### Cell density map, run 1

(6 px per um) The die is cut into 9 by 9 equal tiles; dark purple is low, yellow is high, 0 to 100% covered.
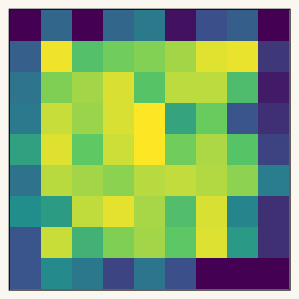
### Drive-strength map, run 1

(10 px per um)
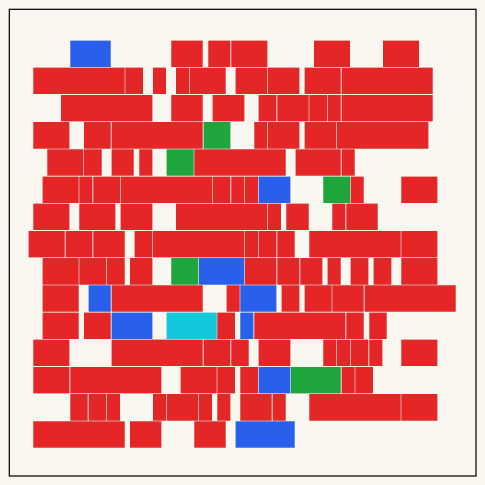
### Clock nets, run 1

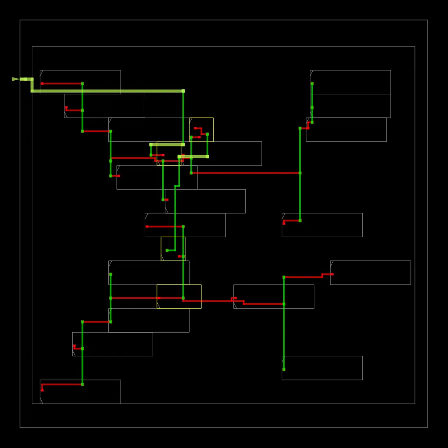
--- src/rtl/count_up_to_limit.sv ---
// count_up_to_limit: two-digit BCD up-counter that stops at a reconfigurable limit
// Ports:
//   clk            - single clock, all state on the rising edge
//   reset          - asynchronous active-low reset
//   reconfig       - latch limit, clear count, start counting (beats increment)
//   setLimit_tens  - BCD tens digit of the limit (values >9 clamp to 9)
//   setLimit_units - BCD units digit of the limit (values >9 clamp to 9)
//   increment      - one count event per cycle held high
//   digit_tens     - BCD tens of the current count
//   digit_units    - BCD units of the current count
//   busy           - high while counting
//   count_done     - high once the count equals the limit
// Macro COUNT_UP_AUTO_TICK_EN: ignore increment and count on an internal
// prescaler that fires once every TICK_DIV cycles spent counting.
module count_up_to_limit #(
    parameter int TICK_DIV = 50000000
) (
    input  logic       clk,
    input  logic       reset,
    input  logic       reconfig,
    input  logic [3:0] setLimit_tens,
    input  logic [3:0] setLimit_units,
    input  logic       increment,
    output logic [3:0] digit_tens,
    output logic [3:0] digit_units,
    output logic       busy,
    output logic       count_done
);
    typedef enum logic [1:0] {IDLE, COUNTING, DONE} state_t;
    state_t     state_q;
    logic [3:0] tens_q, units_q, lim_tens_q, lim_units_q;
    logic [3:0] tens_d, units_d, set_tens, set_units;
    logic       busy_q, done_q, ev, set_zero;
`ifdef COUNT_UP_AUTO_TICK_EN
    localparam int PW = (TICK_DIV > 1) ? $clog2(TICK_DIV) : 1;
    logic [PW-1:0] presc_q;
    logic          unused_increment;
    assign unused_increment = increment;
    assign ev = (presc_q == PW'(TICK_DIV - 1));
    // Prescaler only advances while counting and restarts on every reconfig
    always_ff @(posedge clk or negedge reset)
        if (!reset) presc_q <= '0;
        else if (reconfig || (state_q == COUNTING && ev)) presc_q <= '0;
        else if (state_q == COUNTING) presc_q <= presc_q + 1'b1;
`else
    localparam int unused_tick_div = TICK_DIV;
    assign ev = increment;
`endif
    always_comb begin
        set_tens  = (setLimit_tens > 4'd9) ? 4'd9 : setLimit_tens;
        set_units = (setLimit_units > 4'd9) ? 4'd9 : setLimit_units;
        set_zero  = (set_tens == 4'd0) && (set_units == 4'd0);
        // Count stays below the limit while counting, so the tens carry never leaves BCD
        units_d   = (units_q == 4'd9) ? 4'd0 : units_q + 4'd1;
        tens_d    = (units_q == 4'd9) ? tens_q + 4'd1 : tens_q;
    end
    always_ff @(posedge clk or negedge reset)
        if (!reset) begin
            state_q     <= IDLE;
            tens_q      <= 4'd0;
            units_q     <= 4'd0;
            lim_tens_q  <= 4'd0;
            lim_units_q <= 4'd0;
            busy_q      <= 1'b0;
            done_q      <= 1'b0;
        end else if (reconfig) begin
            lim_tens_q  <= set_tens;
            lim_units_q <= set_units;
            tens_q      <= 4'd0;
            units_q     <= 4'd0;
            state_q     <= set_zero ? DONE : COUNTING;
            busy_q      <= !set_zero;
            done_q      <= set_zero;
        end else if (state_q == COUNTING && ev) begin
            tens_q  <= tens_d;
            units_q <= units_d;
            if (tens_d == lim_tens_q && units_d == lim_units_q) begin
                state_q <= DONE;
                busy_q  <= 1'b0;
                done_q  <= 1'b1;
            end
        end
    assign digit_tens  = tens_q;
    assign digit_units = units_q;
    assign busy        = busy_q;
    assign count_done  = done_q;
endmodule

--- config.mk ---
export PLATFORM = sky130hd
export DESIGN_NAME = count_up_to_limit
export DESIGN_NICKNAME = d
export VERILOG_FILES = /design/src/rtl/count_up_to_limit.sv
export SDC_FILE = /design/constraint.sdc
export NUM_CORES = 1
export LEC_CHECK = 0
export CAP_MARGIN = 5
export CORE_UTILIZATION = 53
export CTS_CLUSTER_DIAMETER = 30
export DETAILED_ROUTE_END_ITERATION = 10
export PLACE_DENSITY = 0.82
export SYNTH_ARGS = -nofsm -noshare
export SYNTH_HDL_FRONTEND = slang
export SYNTH_SLANG_ARGS = --single-unit
--- constraint.sdc ---
create_clock -name clk -period 2.6 [get_ports clk]
set_input_delay 0.52 -clock clk [delete_from_list [all_inputs] [get_ports clk]]
set_output_delay 0.52 -clock clk [all_outputs]
set_load 0.03 [all_outputs]
==> results_dict.tcl, run 1 <==
# yosys + openroad results
set metrics [dict create \
    status "completed" \
    yosysCellCount 112 \
    period_minus_slack_ns 2.18 \
    hold_end "lim_tens_q[3]" \
    reg_to_reg_endpoint "state_q[1]" \
    total_power_mw 0.587 \
    globalplace.congestion 0.769 \
    route.vias.total 878 \
    cp.buffers_inverters 1 \
    setup.worst_path.end "digit_units[1]" \
    maximum_number_of_pins_on_one_net_before_global_route_repair 19 \
    power.internal_mw 0.432 \
    cts-hold-fix-buffers 0 \
    overflow 0 \
    ctsHtreeMaxLevel 1 \
    grt_pass1_wl_mm 3.51 \
    clock.latency.late_pin_ns 0.28 \
    route.final.wire_length_mm 2.08 \
    power_frac_comb 0.178 \
    syn-instance-count 112 \
    dpl_cell_area_sq_um 1270 \
    yosysMostFrequentCell "dfrtp_1" \
    critical_path.endpoint_type "output pin" \
    worst_setup_path_startpoint "digit_units[1]" \
    hold_viol 0 \
    yosys_most_used_dff "dfrtp_1" \
    area_growth_pct 24.5 \
    logic_gates 83 \
    cpPeakStageDelay_ns 0.75 \
    fillers 137 \
    finalSetupViolations 0 \
    final_layout_top_logic_cells "21 x clkdlybuf4s50_1, 18 x dfrtp_1, 14 x nor2_1" \
    globalRouteMet2Util 0.389 \
    inverters_excl_clock 6 \
    fmax_ghz 0.458 \
    crit_type "flop to output pin" \
    synth-async-reset-ratio 1.00 \
    critical_path.startpoint_type "flop" \
    critical_path_required_ns 2.08 \
    slowest_stage "clkdlybuf4s50_1" \
    ys_top_logic_family "simple AND/OR/NAND/NOR gates" \
    post_layout_nonfiller_instances 158 \
    globalRouteMet3Util 0.0353 \
    grt_pass1_vias 848 \
    hpwl_mm 1.58 \
    seq_area_frac 0.344 \
    yosys.area_share.aoi 0.131 \
    power_switching_share 0.265 \
    top_usage_layer_grt "met2" \
    route.detailed.wl_per_inst_um 13.2 \
    rows 15 \
    fin_tns_setup_ns 0 \
    maximum_vdd_drop_uv 331 \
    sequential_cell_total 18 \
    grt_setup_unrepaired "no" \
    grtUsageTotal 0.229 \
    pg_seq_mw 0.313 \
    fraction_of_area_in_clock_buffers_and_inverters 0.0277 \
    powerDensity_nw_per_um2 449 \
    cts_root_buffer "clkbuf_4" \
    detailedPlace.worstSlack_ns 0.500 \
    yosysTopAreaCell "dfrtp_1" \
    synth-edff-count 0 \
    combined_area_of_all_synthesized_cells_sq_um 1050 \
    timing.reg2reg.setup_slack_ns 0.78 \
    r2r_cells 5 \
    drt-vias-per-instance 5.56 \
    slew_violations 0 \
    worst_margin_pin_slew_ns 0.785 \
    max_cap_violations 0 \
    combined_area_of_the_multi_input_logic_cells_sq_um 551 \
    combinationalPower_mw 0.104 \
    clk_pin_slew_ns 0.10 \
    highest_layer "met3" \
    hold_class "flop to flop" \
    synth_cell_type_count 34 \
    timing.critical_path.arrival_ns 1.66 \
    drt_iter0_drc 7 \
    fp.dieArea_sq_um 2170 \
    met2_wirelength_mm 1.06 \
    hold_path_startpoint "lim_tens_q[3]" \
    cp_top_family "buffers and inverters" \
    fraction_of_area_in_multi_input_gates 0.421 \
    postLayoutSetupSlackWorst_ns 0.419 \
    die.size.x_um 46.5 \
    dpl.cell_count 154 \
    number_of_logged_tool_warnings 26 \
    groute.layer.met1.usage 0.293 \
    syn-num-nets 125 \
    num-nonclk-buffers 22 \
    slew-limit-headroom 0.475 \
    mostFrequentLayoutCell "clkdlybuf4s50_1" \
    yosysWarnings 0 \
    switching_power_mw 0.155 \
    top_power_group "sequential cells" \
    final_area_sq_um 1310 \
]
Notes on 'Cell density map' above:
7.4% of the tiles are nearly empty. The emptiest ninth of the die: bottom right. The fullest tile reaches 100%.
Core ar.: 1780 sq um
final design utilization: 0.734
FP Util: 0.589

Notes on 'Drive-strength map' above:
Key: blue = x2 [cells 9, share 6.8%, most used mux2_2]; red = x1 and smaller [cells 118, share 89%, most used clkdlybuf4s50_1]; cyan = x6 and larger [cells 1, share 0.75%, most used clkbuf_8]; green = x3 and x4 [cells 5, share 3.8%, most used clkbuf_4]

Notes on 'Clock nets' above:
clk pwr: 0.169 mW
clk sinks: 18
CTS buffer count: 3
worst clock skew: 0.00169 ns
Clock buffer cells: 4

### Gate families picked out, run 1

(10 px per um)
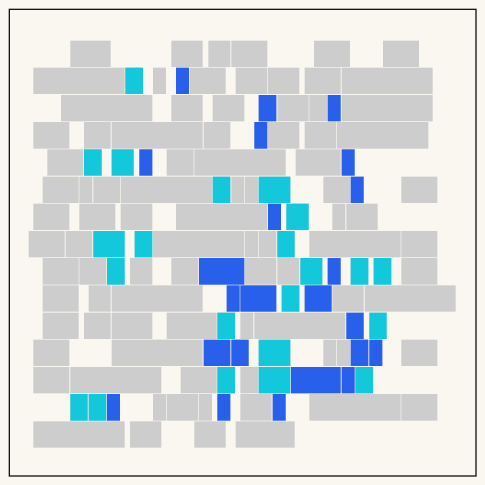

--- run 2 (diff from run 1) ---
CORE_UTILIZATION = 45   (was 53)
PLACE_DENSITY = 0.75   (was 0.82)
clock period = 1.8 ns   (was 2.6 ns; I/O delays follow)
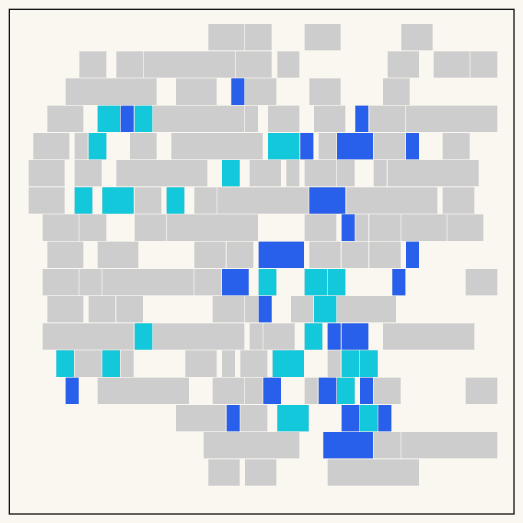
*Gate families picked out, run 2*
(10 px per um)
Key: blue = nor cells [cells 23]; cyan = aoi and oai cells [cells 22]
non-filler instance count after layout: 172
fraction of area in multi-input gates: 0.399
most common cell after layout, fill and taps aside: dfrtp_1

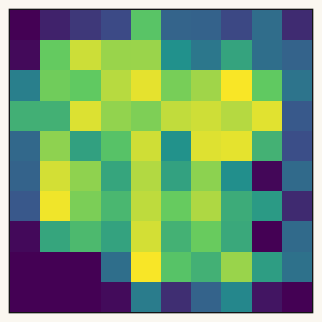
*Cell density map, run 2*
(6 px per um) The die is cut into 10 by 10 equal tiles; dark purple is low, yellow is high, 0 to 100% covered.
The mean over all tiles is 54%. 10% of the tiles are nearly empty. The emptiest ninth of the die: bottom left.
Core ar.: 2210 sq um
final design utilization: 0.630
FP Util: 0.475

==> run 2 against run 1 <==
Cell count rose by 8.9%. Worst hold slack got worse by 0.18 ns. Sequential power rose by 44%. Routed wire length rose by 0.53%. Critical path depth did not move. Non-clock buffer count rose by 11. Highest routed layer is now met4.
==> results_dict.tcl, run 2 <==
# yosys + openroad results
set metrics [dict create \
    status "completed" \
    grt_setup_unrepaired "no" \
    max_cap_violations 0 \
    worst_margin_pin_slew_ns 0.392 \
    clock.latency.late_pin_ns 0.30 \
    grtUsageTotal 0.188 \
    timing.critical_path.arrival_ns 1.40 \
    register_area_sq_um 453 \
    fmax_ghz 0.570 \
    crit_type "flop to output pin" \
    worst_setup_path_startpoint "digit_tens[3]" \
    sequential_cell_total 18 \
    total_leakage_power_nw 0.596 \
    syn-num-nets 125 \
    ctsHtreeMaxLevel 1 \
    drt-vias-per-instance 5.35 \
    synth-edff-count 0 \
    dpl_cell_area_sq_um 1360 \
    setup.worst_path.end "digit_tens[3]" \
    slew_violations 0 \
    top_area_frac 0.429 \
    maximum_number_of_pins_on_one_net_before_global_route_repair 19 \
    finalSetupViolations 0 \
    combined_area_of_the_multi_input_logic_cells_sq_um 556 \
    route.vias.total 921 \
    ys_top_logic_family "simple AND/OR/NAND/NOR gates" \
    port_bufs 21 \
    die.size.x_um 50.3 \
    clock_net_power_mw 0.257 \
    grt_pass1_vias 817 \
    yosys_most_used_dff "dfrtp_1" \
    power_switching_share 0.272 \
    inverters_excl_clock 6 \
    powerDensity_nw_per_um2 623 \
    final_area_sq_um 1390 \
    drt_iter0_drc 11 \
    cp_top_family "buffers and inverters" \
    yosys.area_share.aoi 0.131 \
    timing.rr.start "digit_units[2]" \
    cts_tree "built" \
    route.final.wire_length_mm 2.09 \
    rows 17 \
    clk_pin_slew_ns 0.10 \
    period_minus_slack_ns 1.76 \
    power.share.sequential 0.521 \
    critical_path.endpoint_type "output pin" \
    met3_wirelength_um 88 \
    highest_layer "met4" \
    hold_viol 0 \
    reg_to_reg_endpoint "state_q[1]" \
    num_tap_cells 28 \
    globalRouteMet2Util 0.302 \
    logic_gates 83 \
    final_layout_top_logic_cells "16 x dfrtp_1, 14 x nor2_1, 13 x clkdlybuf4s50_1" \
    synth_cell_type_count 34 \
    fraction_of_area_in_clock_buffers_and_inverters 0.0261 \
    total_power_mw 0.868 \
    critical_path_required_ns 1.44 \
    route.detailed.wl_per_inst_um 12.2 \
    fillers 199 \
    synth_sequential_area_ratio 0.429 \
    top_cells_by_count "18 x dfrtp_1, 14 x nor2_1, 10 x xnor2_1" \
    yosysWarnings 0 \
    yosysMostFrequentCell "dfrtp_1" \
    number_of_logged_tool_warnings 26 \
    biggestCellCategory "multi-input combinational cells" \
    clkSinkCount 18 \
    overflow 0 \
    fin_tns_setup_ns 0 \
    power.internal_mw 0.631 \
    detailedPlace.worstSlack_ns -0.0904 \
    power_frac_comb 0.182 \
    dpl.cell_count 168 \
    maximum_vdd_drop_uv 412 \
    path_cells "clkdlybuf4s50_1" \
    cts_resized 8 \
    fp.dieArea_sq_um 2530 \
    top_usage_layer_grt "met2" \
    combinationalPower_mw 0.158 \
    combined_area_of_all_synthesized_cells_sq_um 1050 \
    cp.buffers_inverters 1 \
    switching_power_mw 0.236 \
    hpwl_mm 1.60 \
    clock_skew_ns 0.000785 \
    met2_wirelength_um 975 \
    cpPeakStageDelay_ns 0.69 \
    drc 0 \
    yosysCellCount 112 \
    r2r_cells 5 \
    met1Wirelength_um 973 \
    slowest_stage "clkdlybuf4s50_1" \
    tritoncts.num_buffers 3 \
    groute.layer.met1.usage 0.234 \
    critical_path.startpoint_type "flop" \
    grt_pass1_wl_mm 3.52 \
    globalplace.congestion 0.832 \
    cts_root_buffer "clkbuf_4" \
    seq_area_frac 0.325 \
    num-clock-buffers 4 \
    top_power_group "sequential cells" \
    pg_seq_mw 0.452 \
    synth-async-reset-ratio 1.00 \
    finalCritPeriodShare 0.975 \
    syn_avg_cell_area_sq_um 9.38 \
    clock_power_share 0.296 \
    yosys_register_bits 18 \
    globalRouteMet3Util 0.0273 \
    slew-limit-headroom 0.735 \
    syn-instance-count 112 \
    timing.reg2reg.setup_slack_ns 0.13 \
    yosysTopAreaCell "dfrtp_1" \
    cts-hold-fix-buffers 0 \
    hold_class "input port to async pin" \
]
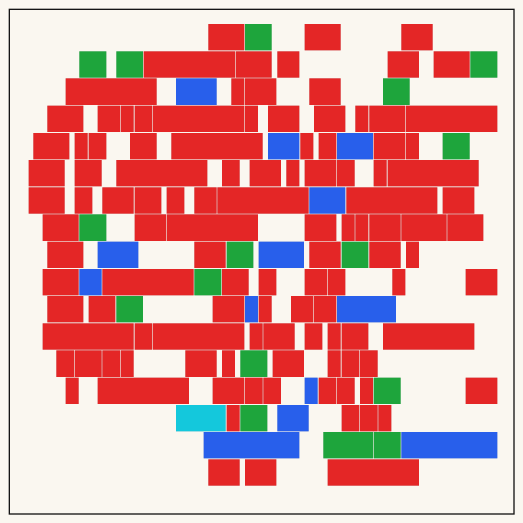
*Drive-strength map, run 2*
(10 px per um)
Key: cyan = x6 and larger [cells 1, share 0.69%, most used clkbuf_8]; red = x1 and smaller [cells 114, share 79%, most used dfrtp_1]; blue = x2 [cells 13, share 9.0%]; green = x3 and x4 [cells 16, share 11%, most used buf_4]
number of buffers other than clock buffers in the final layout: 33
Final WS setup: 0.0447 ns
area grow syn2layout: 32.5%

Power is estimated from default activity; no workload was simulated.
